[src/rtl/cpu_control_fsm_v2.sv]
// Multi-cycle fetch/decode/execute/mem/write-back sequencer for a 16-bit CR16-style datapath.
// Optional MEM wait-state timeout is enabled by defining MEM_TIMEOUT_EN.
module cpu_control_fsm_v2 #(
    parameter int INSTR_W        = 16,
    parameter int FLAG_W         = 5,
    parameter int TIMEOUT_CYCLES = 255
) (
    input  logic               clock,
    input  logic               reset,
    input  logic [INSTR_W-1:0] instruction,
    input  logic [FLAG_W-1:0]  psr_flags,
    input  logic               mem_ready,
    output logic               pc_en,
    output logic               pc_inc_or_set,
    output logic               ir_en,
    output logic               rf_we,
    output logic               pc_reg_sel,
    output logic               r2_im_sel,
    output logic [1:0]         imm_type_sel,
    output logic               wb_reg_alu,
    output logic               psr_en,
    output logic               mem_req,
    output logic               mem_we,
    output logic               illegal,
    output logic               bus_err
);

    typedef enum logic [2:0] {
        S_FETCH   = 3'd0,
        S_DECODE  = 3'd1,
        S_EXECUTE = 3'd2,
        S_MEM     = 3'd3,
        S_WB      = 3'd4
    } state_t;

    state_t r_state;
    state_t w_next;

    logic [3:0] w_op;
    logic [3:0] w_ext;
    logic [3:0] w_cond;
    logic       w_is_load;
    logic       w_is_store;
    logic       w_cond_true;
    logic       w_unused;

    assign w_op       = instruction[INSTR_W-1 -: 4];
    assign w_ext      = instruction[7:4];
    assign w_cond     = instruction[11:8];
    assign w_is_load  = (w_op == 4'b0100) && (w_ext == 4'b0000);
    assign w_is_store = (w_op == 4'b0100) && (w_ext == 4'b0100);

    // Flag layout: bit0 C, bit1 L, bit2 F, bit3 Z, bit4 N.
    function automatic logic f_cond(input logic [3:0] c, input logic [FLAG_W-1:0] f);
        logic fc, fl, ff, fz, fn;
        fc = f[0];
        fl = f[1];
        ff = f[2];
        fz = f[3];
        fn = f[4];
        case (c)
            4'h0:    f_cond = fz;
            4'h1:    f_cond = !fz;
            4'h2:    f_cond = fc;
            4'h3:    f_cond = !fc;
            4'h4:    f_cond = fl;
            4'h5:    f_cond = !fl;
            4'h6:    f_cond = fn;
            4'h7:    f_cond = !fn;
            4'h8:    f_cond = ff;
            4'h9:    f_cond = !ff;
            4'hA:    f_cond = !fl && !fz;
            4'hB:    f_cond = fl || fz;
            4'hC:    f_cond = !fn && !fz;
            4'hD:    f_cond = fn || fz;
            4'hE:    f_cond = 1'b1;
            default: f_cond = 1'b0;
        endcase
    endfunction

    assign w_cond_true = f_cond(w_cond, psr_flags);

`ifdef MEM_TIMEOUT_EN
    localparam int CNT_W = (TIMEOUT_CYCLES > 2) ? $clog2(TIMEOUT_CYCLES) : 1;

    logic [CNT_W-1:0] r_wait_cnt;
    logic             w_timeout;

    // Counts MEM cycles that ended without ready; zero on every MEM entry.
    always_ff @(posedge clock or negedge reset) begin
        if (!reset) begin
            r_wait_cnt <= '0;
        end else if (r_state != S_MEM) begin
            r_wait_cnt <= '0;
        end else if (!mem_ready) begin
            r_wait_cnt <= r_wait_cnt + CNT_W'(1);
        end
    end

    assign w_timeout = (r_wait_cnt == CNT_W'(TIMEOUT_CYCLES - 1)) && !mem_ready;
    assign w_unused  = ^{instruction, psr_flags};
`else
    logic w_timeout;

    assign w_timeout = 1'b0;
    assign w_unused  = ^{instruction, psr_flags, (TIMEOUT_CYCLES < 2)};
`endif

    always_ff @(posedge clock or negedge reset) begin
        if (!reset) begin
            r_state <= S_FETCH;
        end else begin
            r_state <= w_next;
        end
    end

    always_comb begin
        w_next        = r_state;
        pc_en         = 1'b0;
        pc_inc_or_set = 1'b0;
        ir_en         = 1'b0;
        rf_we         = 1'b0;
        pc_reg_sel    = 1'b1;
        r2_im_sel     = 1'b0;
        imm_type_sel  = 2'b00;
        wb_reg_alu    = 1'b1;
        psr_en        = 1'b0;
        mem_req       = 1'b0;
        mem_we        = 1'b0;
        illegal       = 1'b0;
        bus_err       = 1'b0;

        case (r_state)
            S_FETCH: begin
                w_next = S_DECODE;
            end

            S_DECODE: begin
                ir_en  = 1'b1;
                w_next = S_EXECUTE;
            end

            S_EXECUTE: begin
                case (w_op)
                    4'b0000: begin
                        psr_en = 1'b1;
                        if (w_ext == 4'b1011) begin
                            pc_en  = 1'b1;
                            w_next = S_FETCH;
                        end else begin
                            w_next = S_WB;
                        end
                    end
                    4'b0001, 4'b0010, 4'b0011, 4'b1101: begin
                        r2_im_sel    = 1'b1;
                        imm_type_sel = 2'b10;
                        psr_en       = 1'b1;
                        w_next       = S_WB;
                    end
                    4'b0101, 4'b1001: begin
                        r2_im_sel    = 1'b1;
                        imm_type_sel = 2'b01;
                        psr_en       = 1'b1;
                        w_next       = S_WB;
                    end
                    4'b1011: begin
                        r2_im_sel    = 1'b1;
                        imm_type_sel = 2'b01;
                        psr_en       = 1'b1;
                        pc_en        = 1'b1;
                        w_next       = S_FETCH;
                    end
                    4'b1000, 4'b1111: begin
                        r2_im_sel    = 1'b1;
                        imm_type_sel = 2'b00;
                        psr_en       = 1'b1;
                        w_next       = S_WB;
                    end
                    4'b0100: begin
                        if (w_is_load || w_is_store) begin
                            w_next = S_MEM;
                        end else if (w_ext == 4'b1100) begin
                            pc_en         = 1'b1;
                            pc_inc_or_set = w_cond_true;
                            w_next        = S_FETCH;
                        end else begin
                            illegal = 1'b1;
                            pc_en   = 1'b1;
                            w_next  = S_FETCH;
                        end
                    end
                    4'b1100: begin
                        pc_reg_sel    = 1'b0;
                        r2_im_sel     = 1'b1;
                        imm_type_sel  = 2'b11;
                        pc_en         = 1'b1;
                        pc_inc_or_set = w_cond_true;
                        w_next        = S_FETCH;
                    end
                    default: begin
                        illegal = 1'b1;
                        pc_en   = 1'b1;
                        w_next  = S_FETCH;
                    end
                endcase
            end

            S_MEM: begin
                mem_req = 1'b1;
                mem_we  = w_is_store;
                if (mem_ready) begin
                    if (w_is_store) begin
                        pc_en  = 1'b1;
                        w_next = S_FETCH;
                    end else begin
                        w_next = S_WB;
                    end
                end else if (w_timeout) begin
                    // Abandon the access: no write-back, move on to the next instruction.
                    bus_err = 1'b1;
                    mem_req = 1'b0;
                    mem_we  = 1'b0;
                    pc_en   = 1'b1;
                    w_next  = S_FETCH;
                end
            end

            S_WB: begin
                rf_we      = 1'b1;
                pc_en      = 1'b1;
                wb_reg_alu = !w_is_load;
                w_next     = S_FETCH;
            end

            default: begin
                w_next = S_FETCH;
            end
        endcase
    end

endmodule

[config.mk]
export PLATFORM = sky130hd
export DESIGN_NAME = cpu_control_fsm_v2
export DESIGN_NICKNAME = d
export VERILOG_FILES = /design/src/rtl/cpu_control_fsm_v2.sv
export SDC_FILE = /design/constraint.sdc
export NUM_CORES = 1
export LEC_CHECK = 0
export CAP_MARGIN = 20
export CORE_UTILIZATION = 40
export CTS_BUF_LIST = sky130_fd_sc_hd__clkbuf_4 sky130_fd_sc_hd__clkbuf_8
export DETAILED_ROUTE_END_ITERATION = 10
export GPL_TIMING_DRIVEN = 1
export HOLD_SLACK_MARGIN = 0.05
export PLACE_DENSITY = 0.86
export SYNTH_ARGS = -nofsm -noshare
export SYNTH_HDL_FRONTEND = slang
export SYNTH_SLANG_ARGS = --single-unit
[constraint.sdc]
create_clock -name clock -period 2.8 [get_ports clock]
set_clock_uncertainty 0.1 [all_clocks]
set_input_delay 0.56 -clock clock [delete_from_list [all_inputs] [get_ports clock]]
set_output_delay 0.56 -clock clock [all_outputs]
set_load 0.02 [all_outputs]
**The clock network**

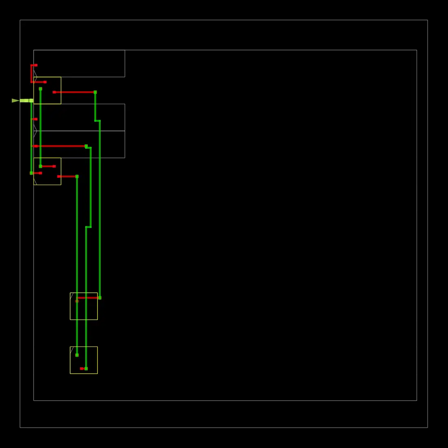
clkbuf count: 4
Clock Power: 92.4 uW
clock sink count: 3

==> deck_impl_summary.md <==
Synthesis and Place & Route Summary

Outcome
  – Status: finished clean

Run
  – Log Warnings: 32
  – Max_cap viols: 0

Cells and area
  – Register area: 75.07 um2
  – Design area: 0.001117 mm2
  – Most frequent cells in the layout: 21 x clkdlybuf4s50_1, 21 x buf_4, 13 x nor2_1
  – Number of non-clock inverters: 2
  – N_diodes: 0
  – Non-clock buffering overhead: 41.88%
  – Largest registers: r_state x3
  – Share of cells above drive strength 1: 24.31%
  – Number of flip-flops under the largest register name: 3
  – Sequential share of cell area: 6.719%
  – Largest class: multi-input combinational cells
  – Logic area: 518.0 um2
  – Clock-cell share: 2.688%
  – Area delta synth->final: 82.62%
  – Layout Nets: 169
  – Repair and plain buffers: 53
  – Fin util: 81.78%
  – Flop count: 3
  – Fill cells: 93
  – Mi-comb count: 82

CTS
  – Clk pin slew, worst setup/hold paths: 0.04 ns
  – CTS tree: done
  – Post-CTS setup buffers: 0
  – Longest Clk Path Bufs: 2
  – Htree depth: 1
  – Insertion delay at the late pin of the worst-skew pair: 0.24 ns

Route
  – Routed Antenna Nets: 0
  – Highest metal used: met3
  – Final WL: 1996 um
  – Pre-antenna DRT Iters: 4
  – Total length of routed met3 wires: 78 um
  – Residual DRC: 0
  – Routed wire per std cell: 12.55 um
  – Metal2 WL: 1062 um
  – Metal-1 WL: 855 um
  – Via count: 864

Power
  – Sw Pwr: 219.3 uW
  – Tot Pwr: 498.3 uW
  – Clock power frac: 18.5%
  – Maximum vdd drop: 421.1 uV
  – Part of the power in combinational logic: 63.1%
  – Logic power comb: 315 uW
  – Seq group: 91.4 uW
  – Leakage power: 0.0004966 uW
  – Int Pwr: 279.0 uW
  – Sequential power share: 18.3%
  – Sw Ratio: 44.01%

Synthesis
  – Cell area leaders: dfrtp_1 12%, nor2_1 8.6%, nand2b_1 6.1%, a21oi_1 4.9%, nand3_1 4.1%
  – Netlist cell types: 41
  – Yosys top cell by area: dfrtp_1
  – Top cell area share: 12.27%
  – Post-synth EDFFs: 0
  – Syn Nets: 116
  – Synth Cell Area: 611.8 um2
  – Cell with the most instances after synthesis: nor2_1
  – Synth Instances: 92
  – Synth Seq Share: 12.27%
  – Yosys Chip Area: 611.8 um2
  – Synthesized registers: 3

Placed design
  – Pre-CTS setup slack: -0.4735 ns
  – Routability cong.: 0.9049
  – HPWL Detailed: 1502 um
  – Area after detailed placement: 0.001072 mm2
  – PortBufs: 32
  – Placed Cells: 155

Final timing
  – Slew Limit Fails: 0
  – Fin. Hold Viols: 0
  – Sum of negative setup slack: 0 ns
  – RSZ-0062 raised after global routing: true
  – Max Freq: 0.3637 GHz
  – # setup viols final: 0
  – Tmin final: 2.749 ns
  – Worst Hold Margin: 0.3955 ns

Critical path
  – Worst path slowest cell: clkdlybuf4s50_1
  – Crit path required time: 2.14 ns
  – WP buf/inv: 3
  – Endpoint class of the critical path: output port

Global route
  – GR peak layer: met2
  – Initial antenna violation count: 0
  – Total track usage: 26.36%
  – Total grt overflow: 0
  – Met1 GRT Util: 25.72%
  – Vias in the first global route: 771
  – Largest net degree at the start of global routing: 11

Floorplanning
  – Num rows: 13
  – Die ar.: 0.001690 mm2
  – Boundary pin count: 38
**Logic cells by family**

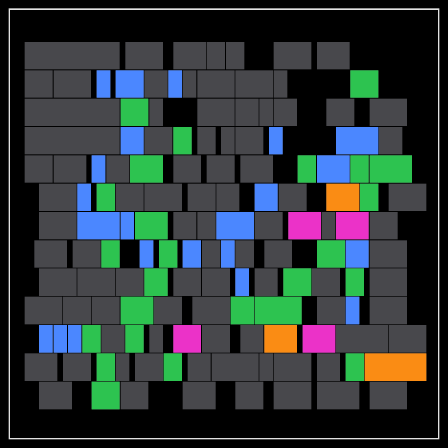
XOR/XNOR gates -> orange  # cells 3, most used xor2_1
NOR gates -> blue  # cells 22, most used nor2_1
AND-OR and OR-AND gates -> magenta  # cells 4
inverting AOI/OAI gates -> green  # cells 25, most used a21oi_1
Finished Layout Cells: 159
logic share of the area: 46.36%

-- final timing paths --
check,startpoint,end,slack (ns),depth (start not counted)
hold reg to reg,r_state[2],r_state[1],0.43,1
max in group asynchronous,reset,r_state[2],2.07,1
setup / recovery,instruction[8],pc_inc_or_set,0.05,7
setup reg to reg,r_state[1],r_state[2],1.64,3
hold / removal,reset,r_state[0],0.40,1
min in group clock,r_state[2],r_state[1],0.43,1
-- cell families (layout without fill, tap and decap cells) --
family | count (synthesis) | after routing | share of synthesized area, %
AND/OR/NAND/NOR | 49 | 49 | 41.92
AND-OR/OR-AND | 29 | 29 | 32.52
buffers and inverters | 7 | 59 | 7.156
XOR/XNOR | 3 | 3 | 5.523
flip-flops | 3 | 3 | 12.27
other | 1 | 1 | 0.6129
Power figures rest on the tool's default switching activity, not on a simulated workload.
